<file path="src/rtl/rom_sum_pkg.sv">
// Shared types and constants for the ROM summing sequencer and its port arbiter.
package rom_sum_pkg;

  localparam int ADDR_W_DEF = 8;
  localparam int DATA_W_DEF = 32;
  localparam int SUM_W_DEF  = 32;

  // Length of the built-in puzzle and the sum its first PUZZLE_COUNT words produce.
  localparam int PUZZLE_COUNT = 200;
  localparam int EXPECTED_SUM = 17092;

  typedef enum logic [1:0] {
    IDLE = 2'd0,
    RUN  = 2'd1,
    DONE = 2'd2
  } state_e;

endpackage

</file>
<file path="src/rtl/rom_port_arbiter.sv">
// Shares the single ROM read port between the sequencer and the host read port.
// The host wins unless it was granted last cycle while the sequencer is running.
module rom_port_arbiter #(
  parameter int ADDR_W = 8,
  parameter int DATA_W = 32
) (
  input  logic              clk,
  input  logic              rst_n,
  input  logic              host_req_i,
  input  logic [ADDR_W-1:0] host_addr_i,
  input  logic              seq_active_i,
  input  logic [ADDR_W-1:0] seq_addr_i,
  input  logic [DATA_W-1:0] rom_data_i,
  output logic              host_grant_o,
  output logic [ADDR_W-1:0] rom_addr_o,
  output logic              host_ack_o,
  output logic [DATA_W-1:0] host_data_o,
  output logic              gnt_last_o
);

  logic              gnt_last_q;
  logic              host_ack_q;
  logic [DATA_W-1:0] host_data_q;

  // Alternation: a running sequencer always gets the cycle after a host grant.
  assign host_grant_o = host_req_i && !(seq_active_i && gnt_last_q);
  assign rom_addr_o   = host_grant_o ? host_addr_i : seq_addr_i;

  always_ff @(posedge clk or negedge rst_n) begin
    if (!rst_n) begin
      gnt_last_q  <= 1'b0;
      host_ack_q  <= 1'b0;
      host_data_q <= '0;
    end else begin
      gnt_last_q <= host_grant_o;
      host_ack_q <= host_grant_o;
      if (host_grant_o) begin
        host_data_q <= rom_data_i;
      end
    end
  end

  assign host_ack_o  = host_ack_q;
  assign host_data_o = host_data_q;
  assign gnt_last_o  = gnt_last_q;

endmodule

</file>
<file path="src/rtl/rom_sum_sequencer.sv">
// Walks ROM addresses 0..count-1, accumulating the words into a wrapping sum with
// a sticky carry-out flag, and pulses done for one cycle when the run completes.
module rom_sum_sequencer
  import rom_sum_pkg::*;
#(
  parameter int ADDR_W = ADDR_W_DEF,
  parameter int DATA_W = DATA_W_DEF,
  parameter int SUM_W  = SUM_W_DEF
) (
  input  logic              clk,
  input  logic              rst_n,
  input  logic              start,
  input  logic [ADDR_W:0]   count,
  output logic              busy,
  output logic              done,
  output logic [SUM_W-1:0]  sum,
  output logic              overflow,
  output logic [ADDR_W-1:0] rom_addr,
  input  logic [DATA_W-1:0] rom_data,
  input  logic              host_req,
  input  logic [ADDR_W-1:0] host_addr,
  output logic              host_ack,
  output logic [DATA_W-1:0] host_data,
  output logic [1:0]        dbg_state
);

  state_e            state_q, state_d;
  logic [ADDR_W:0]   idx_q, idx_d;
  logic [ADDR_W:0]   count_q, count_d;
  logic [SUM_W-1:0]  sum_q, sum_d;
  logic              ovf_q, ovf_d;

  logic              host_grant;
  logic              gnt_last;
  logic              seq_active;
  logic              seq_step;
  logic [ADDR_W-1:0] seq_addr;
  logic [ADDR_W:0]   idx_nxt;
  logic [SUM_W:0]    add_w;

  assign seq_active = (state_q == RUN);
  assign seq_addr   = seq_active ? idx_q[ADDR_W-1:0] : '0;
  assign seq_step   = seq_active && !host_grant;
  assign idx_nxt    = idx_q + (ADDR_W+1)'(1);
  // One extra bit on the adder captures the carry-out for the overflow flag.
  assign add_w      = {1'b0, sum_q} + {{(SUM_W+1-DATA_W){1'b0}}, rom_data};

  rom_port_arbiter #(
    .ADDR_W (ADDR_W),
    .DATA_W (DATA_W)
  ) u_arb (
    .clk          (clk),
    .rst_n        (rst_n),
    .host_req_i   (host_req),
    .host_addr_i  (host_addr),
    .seq_active_i (seq_active),
    .seq_addr_i   (seq_addr),
    .rom_data_i   (rom_data),
    .host_grant_o (host_grant),
    .rom_addr_o   (rom_addr),
    .host_ack_o   (host_ack),
    .host_data_o  (host_data),
    .gnt_last_o   (gnt_last)
  );

  always_comb begin
    state_d = state_q;
    idx_d   = idx_q;
    count_d = count_q;
    sum_d   = sum_q;
    ovf_d   = ovf_q;
    case (state_q)
      IDLE: begin
        if (start) begin
          sum_d   = '0;
          ovf_d   = 1'b0;
          count_d = count;
          idx_d   = '0;
          state_d = (count == '0) ? DONE : RUN;
        end
      end
      RUN: begin
        if (seq_step) begin
          sum_d = add_w[SUM_W-1:0];
          if (add_w[SUM_W]) begin
            ovf_d = 1'b1;
          end
          idx_d = idx_nxt;
          if (idx_nxt == count_q) begin
            state_d = DONE;
          end
        end
      end
      DONE:    state_d = IDLE;
      default: state_d = IDLE;
    endcase
  end

  always_ff @(posedge clk or negedge rst_n) begin
    if (!rst_n) begin
      state_q <= IDLE;
      idx_q   <= '0;
      count_q <= '0;
      sum_q   <= '0;
      ovf_q   <= 1'b0;
    end else begin
      state_q <= state_d;
      idx_q   <= idx_d;
      count_q <= count_d;
      sum_q   <= sum_d;
      ovf_q   <= ovf_d;
    end
  end

  assign busy      = (state_q == RUN);
  assign done      = (state_q == DONE);
  assign sum       = sum_q;
  assign overflow  = ovf_q;
  assign dbg_state = state_q;

endmodule

</file>
<file path="config.mk">
export PLATFORM = sky130hd
export DESIGN_NAME = rom_sum_sequencer
export DESIGN_NICKNAME = d
export VERILOG_FILES = /design/src/rtl/rom_sum_pkg.sv /design/src/rtl/rom_port_arbiter.sv /design/src/rtl/rom_sum_sequencer.sv
export SDC_FILE = /design/constraint.sdc
export NUM_CORES = 1
export LEC_CHECK = 0
export CORE_MARGIN = 2
export CORE_UTILIZATION = 25
export CTS_CLUSTER_DIAMETER = 150
export DETAILED_ROUTE_END_ITERATION = 8
export HOLD_SLACK_MARGIN = 0.06
export PLACE_DENSITY_LB_ADDON = 0.1
export SLEW_MARGIN = 15
export SYNTH_ARGS = -nofsm -noshare
export SYNTH_HDL_FRONTEND = slang
export SYNTH_HIERARCHICAL = 1
export SYNTH_SLANG_ARGS = --single-unit
</file>
<file path="constraint.sdc">
create_clock -name clk -period 7.3 [get_ports clk]
set_input_delay 1.095 -clock clk [delete_from_list [all_inputs] [get_ports clk]]
set_output_delay 1.095 -clock clk [all_outputs]
set_load 0.05 [all_outputs]
</file>
==> metrics.csv, run 1 <==
metric,value,unit
outcome,"finished, final reports clean",
post_cts_resized,0,
r2r_slack,3.94,ns
synthCells,527,
die_w,150,µm
grt_pass1_vias,4603,
cp-start-kind,primary input,
die_h,150,µm
port_buffers,130,
fin_crit,4.06,ns
drt_pass1_iterations,4,
dpl.hpwl,10900,µm
fmax,247,MHz
drt-vias-per-instance,4.71,
cp.arrival,2.96,ns
initial_core_util,25.4,%
p_sw,1.63,mW
criticalPathCategory,in2out,
design.core.area,0.0210,mm²
finalCritPeriodShare,55.6,%
clkSinkCount,86,
yosys.stat.seqShare,40.3,%
ant_nets,0,
skew,0.0122,ns
relSlewSlack,40.3,%
reg2reg_from,dbg_state[0],
ir_worst_vdd,160,µV
finalHoldViolations,0,
rsz0062_at_grt,no,
gp_congestion,0.787,
io_pins,131,
cts_buffers,9,
warnings,26,
setup_viol,0,
cp_max_fo,10,
endpoint,rom_addr[6],
pg_clk,522,µW
top_area_share,40.3,%
syn_nets,614,
hold_ws,0.488,ns
drc,0,
diodes,0,
track_usage,14.0,%
cts-root-buf,clkbuf_16,
power_leakage,3.05,nW
yosysTopAreaCell,dfrtp_1,
==> run 1: area by class of cell <==
type                            count  area, µm²
Tap cell                          275        344
Inverter                           11       41.3
Fill cell                        2131      13800
Clock inverter                      5       81.3
Clock buffer                       11        253
Timing Repair Buffer              134       1330
Multi-Input combinational cell    410       3020
Sequential cell                    86       2150
==> run 1: cells by family (layout without fill, tap and decap cells) <==
group / Yosys count / count (layout) / share of synthesized area (%)
DFF: 86 / 86 / 40.3
adders and majority gates: 34 / 34 / 8.10
muxes: 51 / 51 / 10.7
and+or+nand+nor: 140 / 140 / 12.9
AOI/OAI and AO/OA: 148 / 148 / 18.6
buffers and inverters: 31 / 161 / 3.35
xor gates and xnor gates: 37 / 37 / 6.07
==> run 1: placed cells by master, fill, tap and decap left out, drive strengths merged, types with 7 or more instances in the layout <==
cell type / netlist / final
clkbuf: 14 / 11
nand3: 14 / 14
a211o: 9 / 9
nor2: 20 / 20
nor3: 11 / 11
dfrtp: 86 / 86
ha: 33 / 33
a21oi: 27 / 27
clkdlybuf4s50: 0 / 129
and2: 9 / 9
a21o: 12 / 12
xnor2: 21 / 21
o21a: 8 / 8
and3: 7 / 7
mux2: 49 / 49
inv: 11 / 11
xor2: 16 / 16
o21ai: 51 / 51
nand2: 53 / 53
==> run 1: state kept, by name, indices dropped and copies added, names as in the netlist <==
register           cells
u_arb/host_ack_o       1
overflow               1
idx_q                  9
dbg_state              2
u_arb/host_data_o     32
count_q                9
sum                   32
==> run 1: synthesized netlist by cell type, types with 3 or more instances <==
| cell | n |
|---|---|
| dfrtp_1 | 86 |
| nand2_1 | 53 |
| mux2_2 | 47 |
| o21ai_0 | 44 |
| ha_1 | 33 |
| a21oi_1 | 26 |
| xnor2_1 | 21 |
| nor2_1 | 20 |
| xor2_1 | 16 |
| nand3_1 | 14 |
| clkbuf_1 | 11 |
| inv_1 | 11 |
| nor3_1 | 11 |
| a21o_1 | 9 |
| and2_1 | 9 |
| o21a_1 | 8 |
| a211o_1 | 6 |
| o21ai_1 | 6 |
| a211oi_1 | 5 |
| a22o_1 | 5 |
| and3_1 | 5 |
| buf_6 | 5 |
| nor2b_1 | 5 |
| o211ai_1 | 5 |
| and4_1 | 4 |
| o31ai_1 | 4 |
| a211o_2 | 3 |
| a21o_2 | 3 |
| a31oi_1 | 3 |
| nand2b_1 | 3 |
| o21bai_1 | 3 |
==> run 1: layer usage <==
metal,global-route usage [%],share of wire [%],vias to the layer above
met5,0,0,-
met2,22.0,45,102
met1,19.2,48,2108
li1,-,-,2166
met3,2.91,5.4,12
met4,4.53,1.4,0
==> run 1: worst max-delay path: stages <==
cell and delay (ns):
clkdlybuf4s50_1 0.45, a21boi_4 0.33, mux2_2 0.38, clkdlybuf4s50_1 0.70
==> run 1: per-stage QoR <==
step	std cells	setup WS (ns)	utilization (%)	cell area, µm²
2_1_floorplan	527	4.01	-	5340
3_3_place_gp	916	3.20	32.8	6890
3_5_place_dp	916	3.16	32.8	6890
4_1_cts	932	3.22	34.4	7220
5_1_grt	932	3.10	34.4	7220
6_report	932	3.24	34.4	7220
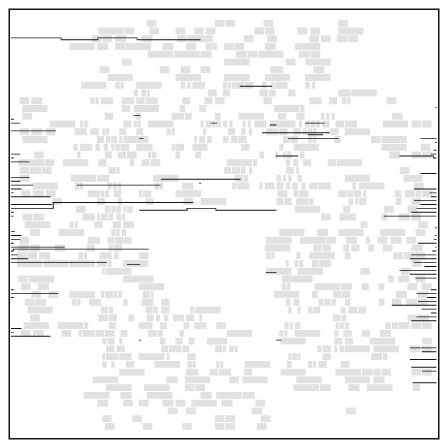
(run_1/layer_met3.png)
Cells faint in the background.
main direction: horizontal
share of all routed wire: 5.4%
nets with wire on the layer: 82

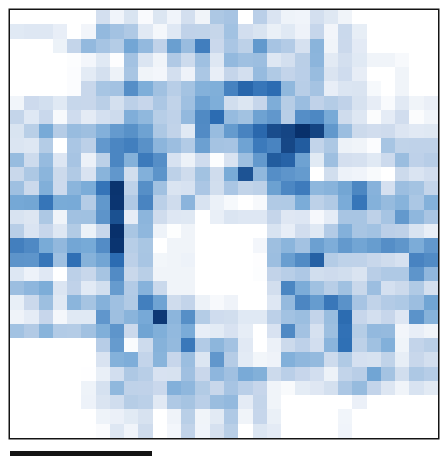
(run_1/metal_density.png)
Bar = 50 µm. The die is cut into 30 by 30 equal tiles; white is low, dark blue is high, scaled to the fullest tile. Values are wire area over tile area, all layers added.
tiles over half the peak: 14%
nearly empty tiles: 18%
mean over tiles: 0.11
fullest tile: 0.40

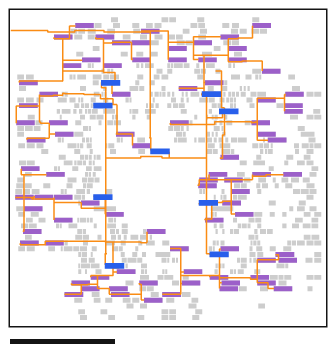
(run_1/clk_routes.png)
Bar = 50 µm.
[purple] flip-flops | count: 86
[orange] clock wires | length: 1,450 µm
[blue] clock drivers | count: 9
flops lie: spread over the die

--- run 2 (diff from run 1) ---
- clock period: 7.3 -> 3.89 ns (I/O delays scaled with it)
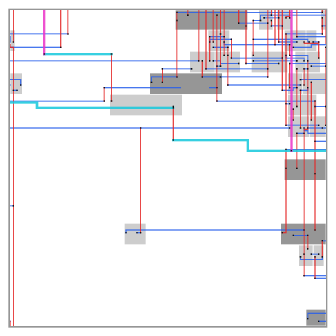
(run_2/detail.png)
Region (55, 55) to (95, 95) µm. Cells in grey, sequential cells in the stronger grey; small squares are vias.
| colour | layer |
|---|---|
| red | metal 2 |
| blue | metal 1 |
| cyan | metal 3 |
| magenta | metal 4 |
most frequent: dfrtp_1 (4)
sequential cells in the window: 4
cells with their middle in the window: 23
netlist names of flops here include: sum (3), idx_q (1)

==> run 2 against run 1 <==
Clock-buffer cell count up 1; critical path depth up 8; die size unchanged; area after synthesis did not move; utilization rose by 0.13 points; sequential power is 88% higher; clock power increased by 85%; sequential share of layout area fell by 0.11 points; largest cell class unchanged.
==> metrics.csv, run 2 <==
metric,value,unit
r2r_slack,0.95,ns
regArea,0.00215,mm²
initial_core_util,25.4,%
top_area_share,40.3,%
yosys.stat.seqShare,40.3,%
ir_worst_vdd,335,µV
hold_ws,0.192,ns
design.core.area,0.0210,mm²
final_cell_mix,"129 x clkdlybuf4s50_1, 86 x dfrtp_1, 53 x nand2_1",
die_h,150,µm
yosysMostFrequentCell,dfrtp_1,
relSlewSlack,28.6,%
drt-vias-per-instance,4.72,
cts_tree,built,
cts_buffers,9,
setup_viol,0,
rsz0062_at_grt,no,
top_cells_by_count,"86 x dfrtp_1, 53 x nand2_1, 47 x mux2_2",
syn_nets,614,
cp-start-kind,primary input,
cp_max_fo,5,
grt_pass1_vias,4578,
ant_nets,0,
fmax,307,MHz
synthCells,527,
antenna_found_initial,0,
utilization,34.5,%
criticalPathCategory,in2reg,
outcome,"finished, final reports clean",
gp_congestion,0.824,
warnings,26,
multiInputGateArea,0.00302,mm²
post_cts_resized,0,
total_power,6.40,mW
finalHoldViolations,0,
finalCritPeriodShare,83.8,%
track_usage,13.9,%
cts-root-buf,clkbuf_16,
fp-row-count,53,
port_buffers,130,
cp.arrival,3.50,ns
fin_crit,3.26,ns
synth_cell_types,64,
diodes,0,
power_leakage,3.07,nW
die_w,150,µm
drt_pass1_iterations,6,
final_common_cell,clkdlybuf4s50_1,
skew,0.00446,ns
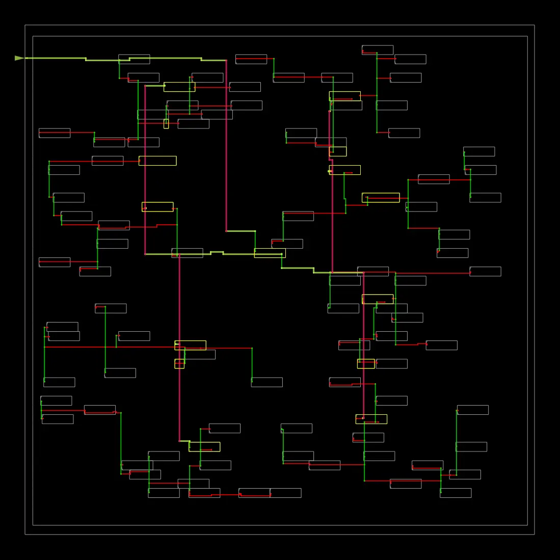
(run_2/clocks.png)
clk_lat worst skew: 0.35 ns
Seq Cell Count: 86

==> run 2: logic make-up after synthesis <==
kind of cell	count (synthesis)	share of synthesized area (%)
DFF	86	40.3
xor gates and xnor gates	37	6.07
and+or+nand+nor	140	12.9
muxes	51	10.7
buffers and inverters	31	3.35
AOI/OAI and AO/OA	148	18.6
adders and majority gates	34	8.10
==> run 2: cell type report <==
cell class / count / share of cell area, %
well taps: 275 / 4.75
repair buffers: 139 / 18.8
clock inverters: 3 / 0.932
inverters: 11 / 0.569
multi-input cells: 410 / 41.7
flip-flops and latches: 86 / 29.7
clock buffers: 12 / 3.54
==> run 2: power breakdown <==
part / internal [mW] / switching [mW]
sequential: 1.24 / 0.266
combinational: 1.52 / 2.41
clock: 0.595 / 0.374
total: 3.35 / 3.05
==> run 2: routing by layer <==
layer | up-vias | wire length (µm) | track usage (%)
met4 | 0 | 282 | 5.66
met1 | 2104 | 7050 | 18.2
met5 | - | 0 | 0
met3 | 16 | 873 | 3.00
li1 | 2187 | - | -
met2 | 110 | 6840 | 22.4
==> run 2: through the flow <==
step | cells | area, µm²
2_1_floorplan | 527 | 5340
6_report | 936 | 7250
4_1_cts | 936 | 7250
5_1_grt | 936 | 7250
3_3_place_gp | 921 | 6930
3_5_place_dp | 921 | 6930
==> run 2: critical path: stages <==
cell	delay (ns)
clkdlybuf4s50_1	0.48
ha_1	0.21
inv_1	0.07
fa_1	0.40
nor2b_1	0.16
o2111a_1	0.23
o21ai_2	0.12
a211o_1	0.33
a311oi_2	0.36
o21ai_1	0.12
and4_1	0.21
a211o_1	0.22
==> run 2: path summary, 6_finish.rpt <==
kind	endpoint	from	cells after the start
worst max-delay path	sum[26]	rom_data[0]	12
worst min-delay path	count_q[3]	rst_n	1
worst max register to register	sum[26]	sum[0]	11
worst min register to register	u_arb/host_data_o[30]	u_arb/host_data_o[30]	1
max in group asynchronous	u_arb/host_data_o[18]	rst_n	2
min in group clk	u_arb/host_data_o[30]	u_arb/host_data_o[30]	1
Power figures rest on the tool's default switching activity, not on a simulated workload.
